--- src/rtl/mcu_bus_pkg.sv ---
// Shared constants and types for the MCU parallel-bus receiver.
// A FIFO entry is packed as {is_command, data}, DATA_WIDTH+1 bits wide.
package mcu_bus_pkg;

  localparam int DEF_DATA_WIDTH  = 8;
  localparam int DEF_SYNC_STAGES = 2;
  localparam int DEF_FIFO_DEPTH  = 16;
  localparam int DEF_BUSY_MARGIN = 4;

  localparam bit EDGE_RISING  = 1'b1;
  localparam bit EDGE_FALLING = 1'b0;

  typedef enum logic [1:0] {
    FIFO_EMPTY   = 2'd0,
    FIFO_PARTIAL = 2'd1,
    FIFO_FULL    = 2'd2
  } fifo_state_e;

  function automatic int entry_width(input int data_width);
    return data_width + 1;
  endfunction

endpackage

--- src/rtl/mcu_bus_fifo.sv ---
// First-word-fall-through synchronous FIFO; occupancy tracked by a counter and
// a three-state machine whose state is exported for debug and for out_valid.
module mcu_bus_fifo
  import mcu_bus_pkg::*;
#(
  parameter int WIDTH = 9,
  parameter int DEPTH = 16,
  parameter int LW    = $clog2(DEPTH) + 1
) (
  input  logic             clk,
  input  logic             rst,
  input  logic             push,
  input  logic             pop,
  input  logic [WIDTH-1:0] wdata,
  output logic [WIDTH-1:0] rdata,
  output logic [LW-1:0]    level,
  output logic [LW-1:0]    level_next,
  output logic             dropped,
  output fifo_state_e      state
);

  localparam int AW = $clog2(DEPTH);

  logic [WIDTH-1:0] mem [DEPTH];
  logic [AW-1:0]    wr_ptr;
  logic [AW-1:0]    rd_ptr;
  logic             push_ok;
  logic             pop_ok;

  // A push into a full FIFO is only legal when the head leaves in the same cycle.
  always_comb begin
    pop_ok     = pop && (state != FIFO_EMPTY);
    push_ok    = push && ((state != FIFO_FULL) || pop_ok);
    dropped    = push && !push_ok;
    level_next = level;
    case ({push_ok, pop_ok})
      2'b10:   level_next = level + 1'b1;
      2'b01:   level_next = level - 1'b1;
      default: level_next = level;
    endcase
  end

  assign rdata = (state == FIFO_EMPTY) ? '0 : mem[rd_ptr];

  always_ff @(posedge clk) begin
    if (push_ok) mem[wr_ptr] <= wdata;
  end

  always_ff @(posedge clk or posedge rst) begin
    if (rst) begin
      wr_ptr <= '0;
      rd_ptr <= '0;
      level  <= '0;
      state  <= FIFO_EMPTY;
    end else begin
      if (push_ok) wr_ptr <= wr_ptr + 1'b1;
      if (pop_ok)  rd_ptr <= rd_ptr + 1'b1;
      level <= level_next;
      case (state)
        FIFO_EMPTY:   if (push_ok) state <= FIFO_PARTIAL;
        FIFO_PARTIAL: begin
          if (level_next == LW'(DEPTH)) state <= FIFO_FULL;
          else if (level_next == '0)    state <= FIFO_EMPTY;
        end
        FIFO_FULL:    if (pop_ok && !push_ok) state <= FIFO_PARTIAL;
        default:      state <= FIFO_EMPTY;
      endcase
    end
  end

endmodule

--- src/rtl/mcu_bus_rx.sv ---
// MCU parallel-bus receiver: synchronises the bus into sysclk, captures a tagged
// word on the chosen busclk edge and hands it out through a FWFT FIFO.
module mcu_bus_rx
  import mcu_bus_pkg::*;
#(
  parameter int DATA_WIDTH   = DEF_DATA_WIDTH,
  parameter int SYNC_STAGES  = DEF_SYNC_STAGES,
  parameter int FIFO_DEPTH   = DEF_FIFO_DEPTH,
  parameter int BUSY_MARGIN  = DEF_BUSY_MARGIN,
  parameter bit CAPTURE_EDGE = EDGE_RISING
) (
  input  logic                          sysclk,
  input  logic                          reset,
  input  logic                          busclk,
  input  logic [DATA_WIDTH-1:0]         bus,
  input  logic                          enable,
  input  logic                          command_data,
  output logic [DATA_WIDTH-1:0]         out_data,
  output logic                          out_is_command,
  output logic                          out_valid,
  input  logic                          out_ready,
  output logic [$clog2(FIFO_DEPTH):0]   fifo_level,
  output logic                          busy,
  output logic                          overflow,
  input  logic                          clear_overflow
);

  localparam int EW = entry_width(DATA_WIDTH);
  localparam int LW = $clog2(FIFO_DEPTH) + 1;

  logic [SYNC_STAGES-1:0] clk_sync;
  logic [SYNC_STAGES-1:0] en_sync;
  logic [SYNC_STAGES-1:0] cd_sync;
  logic [DATA_WIDTH-1:0]  bus_sync [SYNC_STAGES];
  logic                   clk_hist;
  logic                   clk_s;
  logic                   edge_event;
  logic                   cap_push;
  logic [EW-1:0]          cap_word;
  logic [EW-1:0]          head;
  logic [LW-1:0]          level_next;
  logic                   dropped;
  fifo_state_e            fifo_state;

  assign clk_s      = clk_sync[SYNC_STAGES-1];
  assign edge_event = (CAPTURE_EDGE == EDGE_RISING) ? (clk_s && !clk_hist)
                                                    : (!clk_s && clk_hist);

  // Synchronisers plus a capture register so the FIFO write sees a clean word.
  always_ff @(posedge sysclk or posedge reset) begin
    if (reset) begin
      clk_sync <= '0;
      en_sync  <= '0;
      cd_sync  <= '0;
      for (int i = 0; i < SYNC_STAGES; i++) bus_sync[i] <= '0;
      clk_hist <= 1'b0;
      cap_push <= 1'b0;
      cap_word <= '0;
    end else begin
      clk_sync    <= {clk_sync[SYNC_STAGES-2:0], busclk};
      en_sync     <= {en_sync[SYNC_STAGES-2:0], enable};
      cd_sync     <= {cd_sync[SYNC_STAGES-2:0], command_data};
      bus_sync[0] <= bus;
      for (int i = 1; i < SYNC_STAGES; i++) bus_sync[i] <= bus_sync[i-1];
      clk_hist <= clk_s;
      cap_push <= edge_event && en_sync[SYNC_STAGES-1];
      cap_word <= {cd_sync[SYNC_STAGES-1], bus_sync[SYNC_STAGES-1]};
    end
  end

  mcu_bus_fifo #(
    .WIDTH (EW),
    .DEPTH (FIFO_DEPTH),
    .LW    (LW)
  ) u_fifo (
    .clk        (sysclk),
    .rst        (reset),
    .push       (cap_push),
    .pop        (out_valid && out_ready),
    .wdata      (cap_word),
    .rdata      (head),
    .level      (fifo_level),
    .level_next (level_next),
    .dropped    (dropped),
    .state      (fifo_state)
  );

  assign out_valid      = (fifo_state != FIFO_EMPTY);
  assign out_data       = head[DATA_WIDTH-1:0];
  assign out_is_command = head[DATA_WIDTH];

  // busy tracks the level the FIFO is about to hold, so it lines up with fifo_level.
  always_ff @(posedge sysclk or posedge reset) begin
    if (reset) begin
      busy     <= 1'b0;
      overflow <= 1'b0;
    end else begin
      busy <= (FIFO_DEPTH - int'(level_next)) <= BUSY_MARGIN;
      if (dropped)             overflow <= 1'b1;
      else if (clear_overflow) overflow <= 1'b0;
    end
  end

endmodule

--- config.mk ---
export PLATFORM = sky130hd
export DESIGN_NAME = mcu_bus_rx
export DESIGN_NICKNAME = d
export VERILOG_FILES = /design/src/rtl/mcu_bus_pkg.sv /design/src/rtl/mcu_bus_fifo.sv /design/src/rtl/mcu_bus_rx.sv
export SDC_FILE = /design/constraint.sdc
export NUM_CORES = 1
export LEC_CHECK = 0
export ABC_AREA = 0
export CORE_UTILIZATION = 30
export CTS_CLUSTER_DIAMETER = 150
export CTS_CLUSTER_SIZE = 16
export DETAILED_ROUTE_END_ITERATION = 8
export HOLD_SLACK_MARGIN = 0.05
export PLACE_DENSITY = 0.48
export SLEW_MARGIN = 10
export SYNTH_ARGS = -nofsm -noshare
export SYNTH_HDL_FRONTEND = slang
export SYNTH_SLANG_ARGS = --single-unit
--- constraint.sdc ---
create_clock -name sysclk -period 2.55 [get_ports sysclk]
set_input_delay 0.3825 -clock sysclk [delete_from_list [all_inputs] [get_ports sysclk]]
set_output_delay 0.3825 -clock sysclk [all_outputs]
set_load 0.01 [all_outputs]
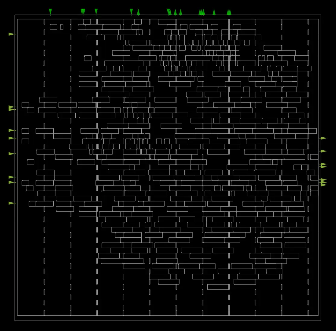
Figure 1: run 1, cell outlines without signal wires.
Flops: 194
Fill cells: 2244
Finished Layout Cells: 789
core area: 24400 sq um
n_taps: 324

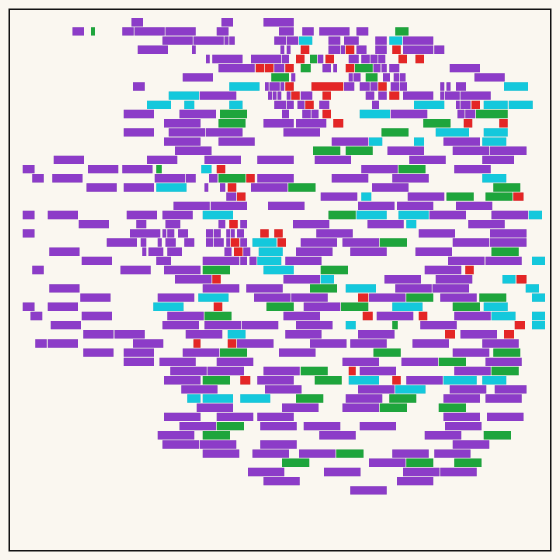
Figure 2: run 1, drive-strength map.
legend:
  red:
    size: _3 and _4 cells
    cells: 49
    share: 11%
  purple:
    size: _0 and _1 cells
    cells: 311
    share: 67%
  green:
    size: _2 cells
    cells: 53
    share: 11%
  cyan:
    size: _6 and larger
    cells: 52
    share: 11%
post-route cell area: 9280 sq um
synthesis-to-layout area growth: 23.8%
Plain + repair buffers: 83
Setup WS post-layout: -0.317 ns

==> out/metrics.csv, run 1 <==
metric;value;unit
synthArstFlopShare;25.8;%
post-dp-hpwl;9550;um
cts_tree;done;
fp_nets;393;
clock.fmax;349;MHz
cts_root_buf;clkbuf_16;
drc;0;
cts-resized-gates;64;
routed_wl;15000;um
worst_pin_slew;0.541;ns
drt_iter0_markers;201;
relSlewSlack;63.9;%
insertion_delay;0.43;ns
dp.cells;743;
clkbuf_count;18;
path_class;flop to primary output;
via_count;3589;
synthTopCellsByArea;edfxtp_1 58%, dfrtp_1 17%, mux4_2 11%;
warnings;32;
yosys.area.top_type;edfxtp_1;
most_common_cell;edfxtp_1;
ys_cells;369;
grt.busiest_layer;met2;
ant_nets;0;
fa_ha_area_share;1.50;%
seq_area_share;60.1;%
pin_count;32;
grt_util_met1;17.9;%
die_area;25600;sq um
crit_fanout;7;
final_cell_mix;144 x edfxtp_1, 49 x dfrtp_1, 43 x mux4_2;
pre_cts_ws;-0.441;ns
placed_area;8480;sq um
grt_use_met3;2.60;%
largest_reg_flops;144;
simple_gate_area_share;4.46;%
top_cells_by_count;144 x edfxtp_1, 50 x dfrtp_1, 37 x mux4_2;
skew;0.00683;ns
gr-total-overflow;0;
port_buffers;31;
lay_top_count;edfxtp_1;
vdd_ir_drop_max;0.000655;V
nNonClkInverters;9;
path_cells;buf_12, buf_12, buf_8, mux4_2, mux4_2, and2_4, buf_6;
die_h;160;um
ys_seq_share;74.4;%
status;finished, violations left;
ys.flop_type;edfxtp_1;
grt.total_usage;12.7;%
worstSetupEndpointType;primary output;
synth-edff-count;144;
first_pass_iters;4;
finalPower;10.0;mW
ctsLongestPathBuffers;2;
drive_gt1_share;33.1;%
synth.logic.top_family;multiplexers;
dominant_cells;flip-flops and latches;
synth.cellmix.compoundShare;1.90;%
reg2reg_to;u_fifo.state[0];
highest_layer;met4;
die_width;160;um
diodes;0;
setup_slack;-0.317;ns
antenna_found_initial;0;
setup_viol;9;
rsz0062_at_grt;true;
grt_pass1_vias;3886;
slew_violations;0;
logic_gates;147;
cts_buffers;17;
mux_share;14.3;%
reg2regPathDepth;12;
initCoreUtil;30.7;%
worst-endpoint-arrival;2.48;ns
viasPerCell;4.55;
wl_met2;7030;um
wl_per_cell;19.0;um
syn_area;7490;sq um
place_congestion;0.761;
combGateArea;1780;sq um
syn_inst;369;
htreeDepth;4;
crit_path_start_kind;flop;
reg_top3;u_fifo.mem (144), bus_sync (16), cap_word (9);
fp-row-count;57;
r2r-start;u_fifo.state[0];
buffer_area_share;9.98;%
wirelength_met1;7240;um
slowest_delay;0.51;ns
use_met2;19.3;%
min_path_type;input port to asynchronous set/reset pin;
route.met3.wl;448;um
fin_crit_sh;112;%
top_area_share;57.7;%
clock-sinks;194;
nets;476;
ys_area;7490;sq um
timing.setup.tns;-2.64;ns
ys_warn_count;0;
r2r_setup_slack;0.04;ns
grt_max_degree;32;
critPathBufInv;4;
critPathTopFamily;multiplexers;
violations;setup timing;
synthDistinctLibCells;42;
maxCapViolations;0;
slowest_stage;mux4_2;
leakage;3.30;nW
synth_area_per_cell;20.3;sq um
p_per_area;1080;nW/um^2
fin_crit;2.87;ns
ctsHoldBuffers;0;
grt_pass1_wl;23700;um
sh_comb_area;19.2;%
path_clk_slew;0.07;ns
synth_xor_xnor_area_share;1.29;%
hold_viol_final;0;
required;2.17;ns
ys_ff;194;
holdWs;0.293;ns
seqCellArea;5580;sq um
finish.utilization;38.0;%
clk_share;5.93;%
regMostFlops;u_fifo.mem;
post_cts_buffers;9;
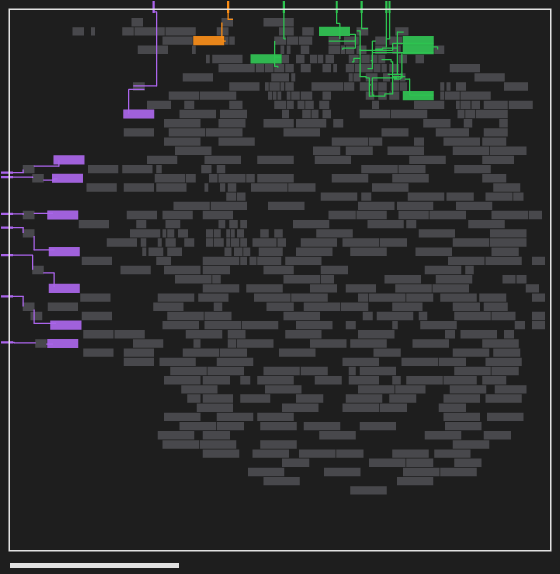
Figure 3: run 1, port wiring.
The bar under the picture is 50 um long.
legend:
  orange:
    port: overflow
    bits: 1
    direction: output
    edge: top
    end_cells: 1
    buffers: 1
    wire: 9.80 um
  green:
    port: fifo_level
    bits: 5
    direction: output
    edge: top
    end_cells: 5
    buffers: 6
    wire: 242 um
  purple:
    port: bus
    bits: 8
    direction: input
    edge: 7 left, 1 top
    end_cells: 8
    buffers: 8
    wire: 134 um

==> run 1: worst max-delay path by stage <==
stage	depth (start not counted)	start	end
3_5_place_dp	13	out_ready	u_fifo.state[0]
6_report	7	u_fifo.rd_ptr[0]	out_data[6]
2_1_floorplan	13	u_fifo.state[0]	u_fifo.state[0]
3_3_place_gp	13	out_ready	u_fifo.state[0]
4_1_cts	7	u_fifo.rd_ptr[0]	out_data[6]
5_1_grt	7	u_fifo.rd_ptr[0]	out_data[6]
==> run 1: power breakdown <==
| part | leakage, nW | total [mW] | switching [mW] | internal, mW |
|---|---|---|---|---|
| Combinational | 1.13 | 3.71 | 1.54 | 2.17 |
| Clock | 0.280 | 2.50 | 1.21 | 1.30 |
| Sequential | 1.89 | 3.80 | 0.193 | 3.61 |
Figure 4. Placement by cell class (run 1).
Fill, decap, tap and diode cells in grey.
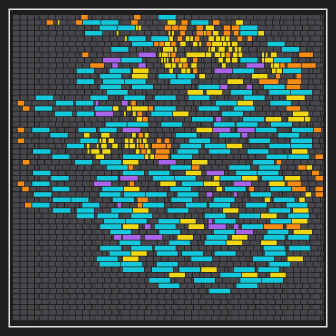

## Run 2: what changed since run 1
SYNTH_HIERARCHICAL = 1   (was default)
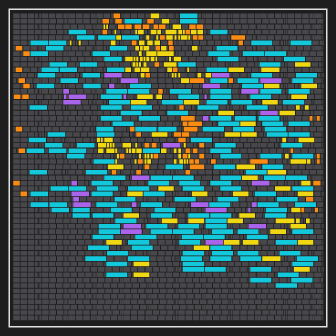
Figure 5: run 2, placement by cell class.
Fill, decap, tap and diode cells in grey.
legend:
  yellow:
    class: combinational and other logic
    cells: 154
    share_of_their_area: 20%
  purple:
    class: clock drivers and dummy loads
    cells: 31
    share_of_their_area: 6.8%
  orange:
    class: other buffers and delay cells
    cells: 78
    share_of_their_area: 8.5%
  cyan:
    class: flops
    cells: 194
    share_of_their_area: 64%

==> run 2 against run 1 <==
- the flow still finishes with violations (setup timing)
- first-iteration DRC count rose by 14%
- combinational power decreased by 18%
- cell count is 1.0% lower
- critical path depth down 1
- setup slack improved by 0.066 ns
- total power is 5.0% lower
- cell area is 2.1% lower
- non-clock buffer count down 5
- register-to-register slack worse by 0.05 ns
- synthesized cell count decreased by 1.1%
- maximum frequency up 2.4%
- largest cell class unchanged
==> out/metrics.csv, run 2 <==
metric;value;unit;change
use_met2;20.0;%;was 19.3%
reg2regPathDepth;12;;unchanged
die_area;25400;sq um;was 25600 sq um
skew;0.0106;ns;was 0.00683 ns
lay_top_count;edfxtp_1;;unchanged
seqCellArea;5580;sq um;unchanged
syn_area;7430;sq um;was 7490 sq um
nets;466;;was 476
reg_top3;u_fifo/mem (144), bus_sync (16), cap_word (9);;was u_fifo.mem (144), bus_sync (16), cap_word (9)
pin_count;32;;unchanged
nWellTaps;324;;unchanged
holdPathStages;0;;
syn_inst;365;;was 369
top_cells_by_count;144 x edfxtp_1, 50 x dfrtp_1, 37 x mux4_2;;unchanged
critPathBufInv;3;;was 4
ant_nets;0;;unchanged
synthDistinctLibCells;45;;was 42
grt_use_met3;3.10;%;was 2.60%
ys_area;7430;sq um;was 7490 sq um
top_area_share;58.2;%;was 57.7%
die_h;159;um;was 160 um
dp.cells;742;;was 743
cts_buffers;17;;unchanged
grt_max_degree;36;;was 32
wl_met2;7230;um;was 7030 um
reg2reg_to;u_fifo/state[1];;was u_fifo.state[0]
seq_area_share;61.4;%;was 60.1%
syn_to_final_growth;22.3;%;was 23.8%
crit_fanout;9;;was 7
port_buffers;31;;unchanged
gr-total-overflow;0;;unchanged
leakage;3.18;nW;was 3.30 nW
synth-edff-count;144;;unchanged
ys.flop_type;edfxtp_1;;unchanged
holdWs;0.348;ns;was 0.293 ns
slew_violations;0;;unchanged
logic_gates;147;;unchanged
nFillCells;2246;;was 2244
dominant_cells;flip-flops and latches;;unchanged
relSlewSlack;54.5;%;was 63.9%
r2r-start;u_fifo/state[1];;was u_fifo.state[0]
nNonClkInverters;7;;was 9
initCoreUtil;30.5;%;was 30.7%
grt.total_usage;12.5;%;was 12.7%
status;finished, violations left;;unchanged
wirelength_met1;6970;um;was 7240 um
fin_crit_sh;110;%;was 112%
worst_pin_slew;0.681;ns;was 0.541 ns
path_cells;buf_4, buf_12, mux4_2, mux4_2, nor2b_1, buf_2;;was buf_12, buf_12, buf_8, mux4_2, mux4_2, and2_4, buf_6
worstSetupEndpointType;primary output;;unchanged
finalNonFillerCells;781;;was 789
timing.setup.tns;-2.02;ns;was -2.64 ns
place_congestion;0.786;;was 0.761
maxCapViolations;0;;unchanged
buffer_area_share;8.09;%;was 9.98%
die_width;159;um;was 160 um
ys_seq_share;75.0;%;was 74.4%
fp_nets;386;;was 393
post_cts_buffers;8;;was 9
clkbuf_count;17;;was 18
grt_pass1_wl;23000;um;was 23700 um
cts_root_buf;clkbuf_16;;unchanged
cts_tree;done;;unchanged
synthArstFlopShare;25.8;%;unchanged
wl_per_cell;19.0;um;about the same
combGateArea;1750;sq um;was 1780 sq um
core;24300;sq um;was 24400 sq um
min_from;bus_sync[1];;
p_per_area;1050;nW/um^2;was 1080 nW/um^2
synthTopCellsByArea;edfxtp_1 58%, dfrtp_1 17%, mux4_2 11%;;unchanged
vdd_ir_drop_max;0.000381;V;was 0.000655 V
grt_util_met1;16.7;%;was 17.9%
first_pass_iters;4;;unchanged
drc;0;;unchanged
grt.busiest_layer;met2;;unchanged
warnings;32;;unchanged
post-dp-hpwl;9690;um;was 9550 um
crit_path_start_kind;flop;;unchanged
most_common_cell;edfxtp_1;;unchanged
ys_cells;365;;was 369
routed_wl;14900;um;was 15000 um
drive_gt1_share;30.6;%;was 33.1%
path_class;flop to primary output;;unchanged
setup_slack;-0.251;ns;was -0.317 ns
drt_iter0_markers;230;;was 201
largest_reg_flops;144;;unchanged
r2r_setup_slack;-0.01;ns;was 0.04 ns
min_to;cap_word[1];;
sh_comb_area;19.3;%;was 19.2%
required;2.17;ns;about the same
insertion_delay;0.43;ns;about the same
highest_layer;met4;;unchanged
hold_viol_final;0;;unchanged
endpoint;out_data[3];;was out_data[6]
min_path_type;flop to flop;;was input port to asynchronous set/reset pin
antenna_found_initial;0;;unchanged
path_clk_slew;0.07;ns;about the same
route.met3.wl;516;um;was 448 um
n_all_buffers;78;;was 83
synth_area_per_cell;20.4;sq um;was 20.3 sq um
cts-resized-gates;43;;was 64
clock.fmax;357;MHz;was 349 MHz
ys_warn_count;6;;was 0
ctsHoldBuffers;0;;unchanged
via_count;3555;;was 3589
clk_share;6.50;%;was 5.93%
critPathTopFamily;multiplexers;;unchanged
finish.utilization;37.4;%;was 38.0%
slowest_delay;0.53;ns;was 0.51 ns
slowest_stage;mux4_2;;unchanged
htreeDepth;4;;unchanged
cp.depth;6;;was 7
fp-row-count;57;;unchanged
clock-sinks;194;;unchanged
startpoint;u_fifo/rd_ptr[0];;was u_fifo.rd_ptr[0]
ff_count;194;;unchanged
grt_pass1_vias;3797;;was 3886
cp_common_cell;mux4_2;;
setup_viol;10;;was 9
regMostFlops;u_fifo/mem;;was u_fifo.mem
ys_ff;194;;unchanged
diodes;0;;unchanged
violations;setup timing;;unchanged
yosys.area.top_type;edfxtp_1;;unchanged
fin_crit;2.80;ns;was 2.87 ns
final_cell_mix;144 x edfxtp_1, 49 x dfrtp_1, 40 x mux4_2;;was 144 x edfxtp_1, 49 x dfrtp_1, 43 x mux4_2
rsz0062_at_grt;true;;unchanged
viasPerCell;4.55;;about the same
worst-endpoint-arrival;2.42;ns;was 2.48 ns
ctsLongestPathBuffers;2;;unchanged
[run 2: power breakdown]
group	internal, mW	switching (mW)	total, mW
Combinational	1.69	1.35	3.04
Sequential	3.60	0.211	3.81
Clock	1.53	1.13	2.67
[run 2: logic make-up after synthesis]
kind of cell	share of synthesized area, %
flip-flops	75.0
AND/OR/NAND/NOR	4.48
multiplexers	14.3
buffers and inverters	2.07
AND-OR/OR-AND	1.65
XOR/XNOR	1.41
adder cells (fa/ha/maj)	1.01
[run 2: metrics by stage]
stage	cell area (sq um)	setup slack, ns	power (mW)
finish	9080	-0.251	9.52
global route	9080	-0.331	9.96
global placement	8410	-0.173	6.80
detailed placement	8410	-0.249	6.83
CTS	9070	-0.301	9.62
floorplan	7460	-0.109	5.68
Figure 6. Drive-strength map (run 2).
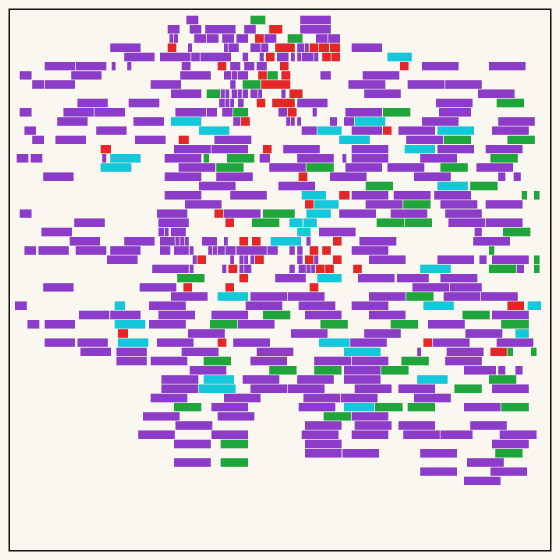

## Run 3: what changed since run 2
clock period = 2.3 ns   (was 2.55 ns; I/O delays follow)
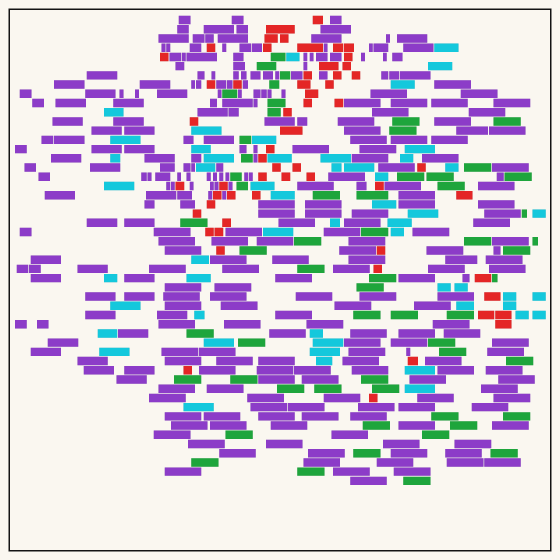
Figure 7: run 3, drive-strength map.
legend:
  cyan:
    size: _6 and larger
    cells: 53
    share: 11%
  red:
    size: _3 and _4 cells
    cells: 57
    share: 12%
  green:
    size: _2 cells
    cells: 58
    share: 12%
  purple:
    size: _0 and _1 cells
    cells: 300
    share: 64%
Setup WS post-layout: -0.521 ns
Plain + repair buffers: 88
synthesis-to-layout area growth: 25.3%

==> run 3 against run 2 <==
- the flow still finishes with violations (setup timing)
- non-clock buffer count up 10
- clock power up 8.6%
- setup slack worse by 0.27 ns
- die area unchanged
- count of clock-buffer cells in the layout up 2
==> out/metrics.csv, run 3 <==
metric;value;unit;change
setup_viol;12;;was 10
synth_area_per_cell;20.4;sq um;unchanged
die_width;159;um;unchanged
fp-row-count;57;;unchanged
p_int;7.62;mW;was 6.82 mW
cts_buffers;17;;unchanged
top_cells_by_count;144 x edfxtp_1, 50 x dfrtp_1, 37 x mux4_2;;unchanged
diodes;0;;unchanged
pg_seq;4.22;mW;was 3.81 mW
worstSetupEndpointType;primary output;;unchanged
reg2regPathDepth;12;;unchanged
drive_gt1_share;35.9;%;was 30.6%
timing.setup.tns;-5.22;ns;was -2.02 ns
seq_area_share;59.9;%;was 61.4%
ys_seq_share;75.0;%;unchanged
ys_area;7430;sq um;unchanged
leakage;3.28;nW;was 3.18 nW
ctsLongestPathBuffers;2;;unchanged
worst_pin_slew;0.691;ns;was 0.681 ns
grt_pass1_wl;23700;um;was 23000 um
antenna_found_initial;0;;unchanged
reg_top3;u_fifo/mem (144), bus_sync (16), cap_word (9);;unchanged
lay_top_count;edfxtp_1;;unchanged
pwr-share-seq;38.9;%;was 40.0%
logic_gates;147;;unchanged
cp_common_cell;mux4_2;;unchanged
p_sw_share;29.8;%;was 28.3%
slowest_delay;0.56;ns;was 0.53 ns
syn_area;7430;sq um;unchanged
nNonClkInverters;7;;unchanged
rsz0062_at_grt;true;;unchanged
cts_tree;done;;unchanged
path_class;flop to primary output;;unchanged
nFillCells;2238;;was 2246
nWellTaps;324;;unchanged
warnings;32;;unchanged
clock.fmax;355;MHz;
violations;setup timing;;unchanged
finish.utilization;38.3;%;was 37.4%
ys.flop_type;edfxtp_1;;unchanged
sh_comb_area;19.5;%;was 19.3%
hold_viol_final;0;;unchanged
r2r_setup_slack;-0.34;ns;was -0.01 ns
skew;0.0148;ns;was 0.0106 ns
top_area_share;58.2;%;unchanged
crit_fanout;5;;was 9
p_per_area;1170;nW/um^2;was 1050 nW/um^2
seqCellArea;5580;sq um;unchanged
status;finished, violations left;;unchanged
slowest_stage;mux4_2;;unchanged
finalNonFillerCells;792;;was 781
pre_cts_ws;-0.482;ns;was -0.249 ns
post-dp-hpwl;9550;um;was 9690 um
placed_area;8500;sq um;was 8410 sq um
setup_slack;-0.521;ns;was -0.251 ns
ant_nets;0;;unchanged
synthDistinctLibCells;45;;unchanged
cp.depth;6;;unchanged
dominant_cells;flip-flops and latches;;unchanged
gr-total-overflow;0;;unchanged
final_cell_mix;144 x edfxtp_1, 49 x dfrtp_1, 43 x mux4_2;;was 144 x edfxtp_1, 49 x dfrtp_1, 40 x mux4_2
grt.total_usage;12.8;%;was 12.5%
ys_warn_count;6;;unchanged
startpoint;u_fifo/rd_ptr[0];;unchanged
cts_root_buf;clkbuf_16;;unchanged
pin_count;32;;unchanged
p_comb;3.73;mW;was 3.04 mW
dp.cells;746;;was 742
slew_violations;0;;unchanged
htreeDepth;4;;unchanged
fp_nets;386;;unchanged
port_buffers;31;;unchanged
core;24300;sq um;unchanged
initCoreUtil;30.5;%;unchanged
clk_share;6.33;%;was 6.50%
fin_crit;2.82;ns;
synth-edff-count;144;;unchanged
most_common_cell;edfxtp_1;;unchanged
top_power_group;sequential cells;;unchanged
finalPower;10.9;mW;was 9.52 mW
ys_cells;365;;unchanged
insertion_delay;0.44;ns;was 0.43 ns
regMostFlops;u_fifo/mem;;unchanged
largest_reg_flops;144;;unchanged
clkPwrFrac;26.8;%;was 28.0%
combPwrFrac;34.4;%;was 32.0%
final_area;9310;sq um;was 9080 sq um
power_clock;2.90;mW;was 2.67 mW
critPathTopFamily;multiplexers;;unchanged
relSlewSlack;53.9;%;was 54.5%
yosys.area.top_type;edfxtp_1;;unchanged
die_h;159;um;unchanged
nets;476;;was 466
routed_wl;15300;um;was 14900 um
maxCapViolations;0;;unchanged
die_area;25400;sq um;unchanged
fin_crit_sh;123;%;
syn_inst;365;;unchanged
clkbuf_count;19;;was 17
path_clk_slew;0.08;ns;was 0.07 ns
synthTopCellsByArea;edfxtp_1 58%, dfrtp_1 17%, mux4_2 11%;;unchanged
grt_max_degree;39;;was 36
run 3: timing repair:
action                     CTS  global route
setup endpoints to repair   12            12
hold buffers                 0             0
pin swaps                    3            10
resized                     66            13
gates cloned                 1             0
setup buffers               14             4
run 3: metal layers:
layer	up-vias	wire length [um]	track usage, %
met5	-	0	0
met4	0	155	3.80
met3	11	418	2.94
met2	46	7240	19.7
met1	1930	7450	18.3
li1	1603	-	-
run 3: logic make-up (layout without fill, tap and decap cells):
group / Yosys count / in the layout / share of synthesized area [%]
fa+ha+maj: 6 / 6 / 1.01
flops: 194 / 194 / 75.0
simple gates: 66 / 66 / 4.48
compound gates: 16 / 16 / 1.65
mux: 47 / 47 / 14.3
buf+inv: 24 / 127 / 2.07
xor+xnor: 12 / 12 / 1.41

## Gallery

Signal wires by layer.
panel A
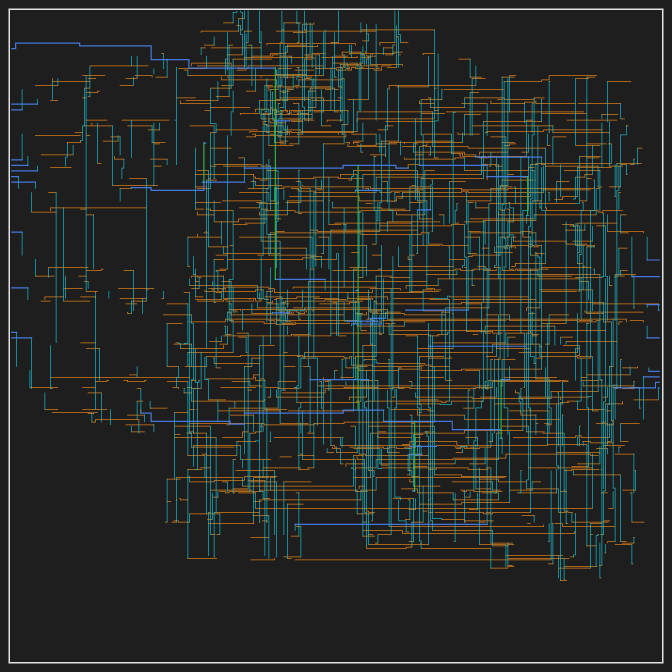
panel B
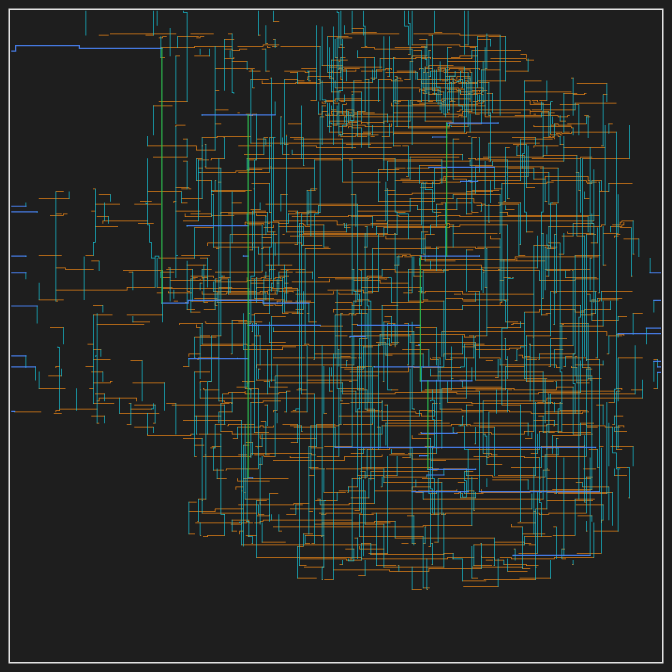
Panel B comes from run 1.
Panel A comes from run 2.

Key to panel B:
legend:
  blue:
    layer: metal 3
    wire_length: 449 um
  cyan:
    layer: metal 2
    wire_length: 7030 um
  green:
    layer: metal 4
    wire_length: 237 um
  orange:
    layer: metal 1
    wire_length: 7240 um

No activity file was given, so power comes from the tool's default toggle rates.
